--- config.mk ---
export PLATFORM = sky130hd
export DESIGN_NAME = sha3_miner_csr
export DESIGN_NICKNAME = d
export VERILOG_FILES = /design/src/rtl/sha3_miner_csr_pkg.sv /design/src/rtl/sha3_miner_csr_wide_reg.sv /design/src/rtl/sha3_miner_csr.sv
export SDC_FILE = /design/constraint.sdc
export NUM_CORES = 1
export LEC_CHECK = 0
export CELL_PAD_IN_SITES_DETAIL_PLACEMENT = 1
export CELL_PAD_IN_SITES_GLOBAL_PLACEMENT = 1
export CORE_AREA = 2 2 290 292
export CTS_CLUSTER_DIAMETER = 60
export DETAILED_ROUTE_END_ITERATION = 16
export DIE_AREA = 0 0 292 294
export GPL_TIMING_DRIVEN = 1
export PLACE_DENSITY = 0.92
export SETUP_SLACK_MARGIN = 0.15
export SLEW_MARGIN = 10
export SYNTH_ARGS = -nofsm -noshare
export SYNTH_HDL_FRONTEND = slang
export SYNTH_HIERARCHICAL = 1
export SYNTH_SLANG_ARGS = --single-unit
--- constraint.sdc ---
create_clock -name clk -period 3.1 [get_ports clk]
set_clock_uncertainty 0.2 [all_clocks]
set_input_delay 0.31 -clock clk [delete_from_list [all_inputs] [get_ports clk]]
set_output_delay 0.31 -clock clk [all_outputs]
set_load 0.02 [all_outputs]
--- src/rtl/sha3_miner_csr_pkg.sv ---
// Shared address map, control bit positions and ID constant for the SHA3 miner CSR block.
package sha3_miner_pkg;
    localparam int ADDR_HEADER   = 'h00;
    localparam int ADDR_DIFF     = 'h08;
    localparam int ADDR_NONCE_LO = 'h10;
    localparam int ADDR_NONCE_HI = 'h11;
    localparam int ADDR_CTRL     = 'h12;
    localparam int ADDR_STATUS   = 'h13;
    localparam int ADDR_SOL_LO   = 'h14;
    localparam int ADDR_SOL_HI   = 'h15;
    localparam int ADDR_IRQ_EN   = 'h16;
    localparam int ADDR_IRQ_PEND = 'h17;
    localparam int ADDR_CNT_LO   = 'h18;
    localparam int ADDR_CNT_HI   = 'h19;
    localparam int ADDR_ID       = 'h1F;

    localparam int RUN      = 0;
    localparam int TEST     = 1;
    localparam int HALT     = 2;
    localparam int PADL_LSB = 3;
    localparam int PADF_LSB = 11;

    localparam logic [31:0] ID_VALUE = 32'h5348_4133;
endpackage

--- src/rtl/sha3_miner_csr_wide_reg.sv ---
// Byte-enabled, lockable register built from 32-bit word slices at a contiguous word range.
module csr_wide_reg #(
    parameter int ADDR_W = 5,
    parameter int BASE   = 0,
    parameter int WORDS  = 8
) (
    input  logic                  clk,
    input  logic                  rst_n,
    input  logic                  i_write,
    input  logic [ADDR_W-1:0]     i_address,
    input  logic [31:0]           i_wdata,
    input  logic [3:0]            i_be,
    input  logic                  i_lock,
    output logic [32*WORDS-1:0]   o_q,
    output logic [31:0]           o_rdata,
    output logic                  o_hit
);
    logic [32*WORDS-1:0] r_q;
    logic [WORDS-1:0]    w_sel;

    always_comb begin
        o_rdata = '0;
        for (int k = 0; k < WORDS; k++) begin
            w_sel[k] = (i_address == ADDR_W'(BASE + k));
            if (w_sel[k]) o_rdata = r_q[32*k +: 32];
        end
    end

    assign o_hit = |w_sel;
    assign o_q   = r_q;

    always_ff @(posedge clk or negedge rst_n) begin
        if (!rst_n) begin
            r_q <= '0;
        end else if (i_write && !i_lock) begin
            for (int k = 0; k < WORDS; k++)
                for (int b = 0; b < 4; b++)
                    if (w_sel[k] && i_be[b]) r_q[32*k + 8*b +: 8] <= i_wdata[8*b +: 8];
        end
    end
endmodule

--- src/rtl/sha3_miner_csr.sv ---
// Avalon-MM CSR block feeding the SHA3-256 miner; captures solutions and raises a sticky IRQ.
// Optional hash counter at 0x18/0x19 is built only when SHA3_MINER_CSR_HASHCNT_EN is defined.
module sha3_miner_csr
    import sha3_miner_pkg::*;
#(
    parameter int          ADDR_W   = 5,
    parameter logic [31:0] ID_VALUE = sha3_miner_pkg::ID_VALUE
) (
    input  logic              clk,
    input  logic              rst_n,
    input  logic [ADDR_W-1:0] avs_address,
    input  logic              avs_read,
    input  logic              avs_write,
    input  logic [31:0]       avs_writedata,
    input  logic [3:0]        avs_byteenable,
    output logic [31:0]       avs_readdata,
    output logic              avs_readdatavalid,
    output logic [255:0]      header,
    output logic [255:0]      difficulty,
    output logic [63:0]       start_nonce,
    output logic [18:0]       control,
    input  logic [63:0]       miner_solution,
    input  logic [6:0]        miner_status,
    input  logic              miner_irq,
    output logic              irq
);
    logic [18:0] r_control;
    logic        r_wr_err, r_pending, r_irq_en, r_irq, r_miner_irq_d;
    logic [63:0] r_sol;
    logic [31:0] r_sol_hi_snap, r_rdata;
    logic        r_rdvalid;

    logic [31:0] w_hdr_rdata, w_diff_rdata, w_nonce_rdata, w_rdata;
    logic        w_hdr_hit, w_diff_hit, w_nonce_hit;
    logic        w_rd, w_rise, w_locked_wr;
    logic        w_wr_ctrl, w_wr_irq_en, w_wr_pend, w_rd_sol_lo;

    // Simultaneous read+write is treated as a write only.
    assign w_rd        = avs_read && !avs_write;
    assign w_rise      = miner_irq && !r_miner_irq_d;
    assign w_locked_wr = avs_write && r_control[RUN] && (w_hdr_hit || w_diff_hit || w_nonce_hit);
    assign w_wr_ctrl   = avs_write && (avs_address == ADDR_W'(ADDR_CTRL));
    assign w_wr_irq_en = avs_write && (avs_address == ADDR_W'(ADDR_IRQ_EN));
    assign w_wr_pend   = avs_write && (avs_address == ADDR_W'(ADDR_IRQ_PEND)) && avs_byteenable[0];
    assign w_rd_sol_lo = w_rd && (avs_address == ADDR_W'(ADDR_SOL_LO));

    csr_wide_reg #(.ADDR_W(ADDR_W), .BASE(ADDR_HEADER), .WORDS(8)) u_header (
        .clk(clk), .rst_n(rst_n), .i_write(avs_write), .i_address(avs_address),
        .i_wdata(avs_writedata), .i_be(avs_byteenable), .i_lock(r_control[RUN]),
        .o_q(header), .o_rdata(w_hdr_rdata), .o_hit(w_hdr_hit));

    csr_wide_reg #(.ADDR_W(ADDR_W), .BASE(ADDR_DIFF), .WORDS(8)) u_difficulty (
        .clk(clk), .rst_n(rst_n), .i_write(avs_write), .i_address(avs_address),
        .i_wdata(avs_writedata), .i_be(avs_byteenable), .i_lock(r_control[RUN]),
        .o_q(difficulty), .o_rdata(w_diff_rdata), .o_hit(w_diff_hit));

    csr_wide_reg #(.ADDR_W(ADDR_W), .BASE(ADDR_NONCE_LO), .WORDS(2)) u_nonce (
        .clk(clk), .rst_n(rst_n), .i_write(avs_write), .i_address(avs_address),
        .i_wdata(avs_writedata), .i_be(avs_byteenable), .i_lock(r_control[RUN]),
        .o_q(start_nonce), .o_rdata(w_nonce_rdata), .o_hit(w_nonce_hit));

`ifdef SHA3_MINER_CSR_HASHCNT_EN
    logic [63:0] r_hash_cnt;
    logic [31:0] r_cnt_hi_snap;
    logic        w_run_start;

    assign w_run_start = w_wr_ctrl && avs_byteenable[0] && avs_writedata[RUN] && !r_control[RUN];

    always_ff @(posedge clk or negedge rst_n) begin
        if (!rst_n) begin
            r_hash_cnt    <= '0;
            r_cnt_hi_snap <= '0;
        end else begin
            if (w_run_start)
                r_hash_cnt <= '0;
            else if (r_control[RUN] && !miner_irq && (r_hash_cnt != '1))
                r_hash_cnt <= r_hash_cnt + 64'd1;
            if (w_rd && (avs_address == ADDR_W'(ADDR_CNT_LO)))
                r_cnt_hi_snap <= r_hash_cnt[63:32];
        end
    end
`endif

    always_comb begin
        w_rdata = '0;
        if (w_hdr_hit)   w_rdata = w_hdr_rdata;
        if (w_diff_hit)  w_rdata = w_diff_rdata;
        if (w_nonce_hit) w_rdata = w_nonce_rdata;
        case (avs_address)
            ADDR_W'(ADDR_CTRL):     w_rdata = {13'd0, r_control};
            ADDR_W'(ADDR_STATUS):   w_rdata = {23'd0, r_wr_err, r_pending, miner_status};
            ADDR_W'(ADDR_SOL_LO):   w_rdata = r_sol[31:0];
            ADDR_W'(ADDR_SOL_HI):   w_rdata = r_sol_hi_snap;
            ADDR_W'(ADDR_IRQ_EN):   w_rdata = {31'd0, r_irq_en};
            ADDR_W'(ADDR_IRQ_PEND): w_rdata = {30'd0, r_wr_err, r_pending};
`ifdef SHA3_MINER_CSR_HASHCNT_EN
            ADDR_W'(ADDR_CNT_LO):   w_rdata = r_hash_cnt[31:0];
            ADDR_W'(ADDR_CNT_HI):   w_rdata = r_cnt_hi_snap;
`endif
            ADDR_W'(ADDR_ID):       w_rdata = ID_VALUE;
            default: ;
        endcase
    end

    always_ff @(posedge clk or negedge rst_n) begin
        if (!rst_n) begin
            r_control     <= '0;
            r_wr_err      <= 1'b0;
            r_pending     <= 1'b0;
            r_irq_en      <= 1'b0;
            r_irq         <= 1'b0;
            r_miner_irq_d <= 1'b0;
            r_sol         <= '0;
            r_sol_hi_snap <= '0;
            r_rdata       <= '0;
            r_rdvalid     <= 1'b0;
        end else begin
            if (w_wr_ctrl) begin
                if (avs_byteenable[0]) r_control[7:0]   <= avs_writedata[7:0];
                if (avs_byteenable[1]) r_control[15:8]  <= avs_writedata[15:8];
                if (avs_byteenable[2]) r_control[18:16] <= avs_writedata[18:16];
            end
            if (w_wr_irq_en && avs_byteenable[0]) r_irq_en <= avs_writedata[0];
            // Set beats W1C when both land in the same cycle.
            if (w_locked_wr)                              r_wr_err <= 1'b1;
            else if (w_wr_pend && avs_writedata[1])       r_wr_err <= 1'b0;
            if (w_rise)                                   r_pending <= 1'b1;
            else if (w_wr_pend && avs_writedata[0])       r_pending <= 1'b0;
            if (w_rise) r_sol <= miner_solution;
            r_miner_irq_d <= miner_irq;
            r_irq         <= r_pending && r_irq_en;
            if (w_rd_sol_lo) r_sol_hi_snap <= r_sol[63:32];
            r_rdvalid <= w_rd;
            if (w_rd) r_rdata <= w_rdata;
        end
    end

    assign control           = r_control;
    assign irq               = r_irq;
    assign avs_readdata      = r_rdata;
    assign avs_readdatavalid = r_rdvalid;
endmodule

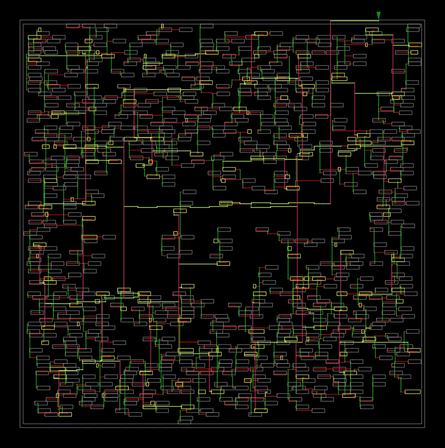
(images/clock_nets.png)
clock buf count: 122
Clock Sinks: 729
clk ins delay skew pair: 650 ps
sequential cells: 729

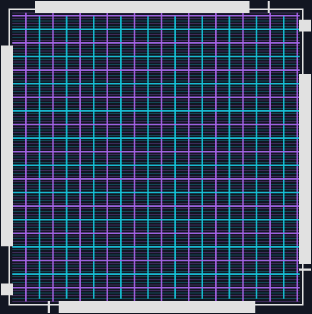
(images/floorplan.png)
(1 px per µm) Pins as bars on the die edge.
legend:
  VDD:
    colour: cyan
  VSS:
    colour: purple
met5 straps: 21
met1 rails: 107
met4 straps: 21
signal pins: 746
rows: 106

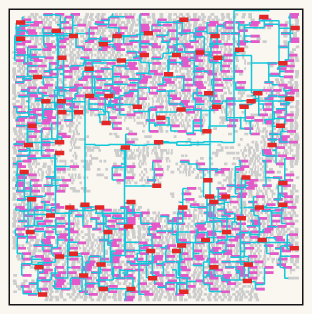
(images/clock_wires.png)
(1 px per µm)
legend:
  flip-flops:
    colour: magenta
    count: 729
  clock wires:
    colour: cyan
    length: 10200 µm
  clock-net drivers:
    colour: red
    count: 88
flops lie: widely spread

==> out/metrics.cfg <==
[cts]
cts_root_buf = clkbuf_16
clkTransAtPathRegs_ps = 60
cts_tree = done
ctsResizeCount = 0
cts_setup_buffers = 0
clockBufferDepth = 3

[worst_setup_path]
end_kind = flop
worstSetupStartpoint = avs_address[3]
cpMaxStageDelayCell = a2111oi_0
crit_path_cell_trace = clkdlybuf4s50_1, buf_12, buf_4, nand3b_2, nor3_1, a2111oi_0, o31ai_1
cp_num_buf_inv = 3

[sta]
grt_setup_unrepaired = false
slew_headroom_pct = 10.13
whs_ps = 66.66
finalCritPeriodShare_pct = 93.18

[floorplan]
floorplan.core_util_pct = 41.02
dieArea_mm2 = 0.08585
rows = 106
fp.dieW_um = 292

[synthesis]
ys_cells = 2571
synthesis.area_mm2 = 0.03401
adder_share_pct = 0
logic_family = multiplexers
ys_ff = 729
yosysWarnings = 6
ys_sh_mux_pct = 28.20
edf_count = 0
synth.distinct_cells = 71
top_cell_area_share_pct = 53.64
ys_seq_share_pct = 53.64
ys_area_mm2 = 0.03401
flop_cell = dfrtp_1
yosys.area.top_type = dfrtp_1
ys_sh_aoi_pct = 8.415

[global_routing]
antenna_found_initial = 6
met2_usage_pct = 57.88
grt_usage_pct = 36.05

[drt]
ant_nets = 0
top_layer_used = met5
drtIter0Drc = 2177
dr_total_vias = 28020
drc = 0
wl_met1_mm = 60.92
wl_met2_mm = 73.79

[run_status]
status = finished clean

[placed_design]
dp_hpwl_mm = 116.0

[cells_and_area]
n_fill_cell = 8142
area_growth_pct = 37.91
mostFrequentLayoutCells = 740 x clkdlybuf4s50_1, 729 x dfrtp_1, 705 x mux2_2
num-nets-final = 3544

[pwr]
ir_drop_mv = 0.4867
leakagePower_nw = 20.77

[per-stage QoR]
stage	worst slack [ps]	area [µm²]	setup TNS [ps]	cells
4_1_cts	356.6	46890	0	4577
3_5_place_dp	-209.9	43900	-1110	4415
5_1_grt	228.2	46890	0	4577
3_3_place_gp	-88.68	43900	-130.6	4415
6_report	211.5	46900	0	4579
2_1_floorplan	659.8	34010	0	2571
[cell type report]
class	instances	area [µm²]	area share (%)
Antenna cell	2	5.005	0.01067
Clock buffer	122	2521	5.376
Clock inverter	38	454.2	0.9685
Inverter	35	131.4	0.2801
Multi-Input combinational cell	1658	14920	31.82
Sequential cell	729	18240	38.90
Tap cell	1080	1351	2.881
Timing Repair Buffer	915	9268	19.76
[power by group]
part           internal [mW]  switching (mW)
Sequential              10.8            1.30
Combinational           3.42            4.13
Clock                   6.31            4.39
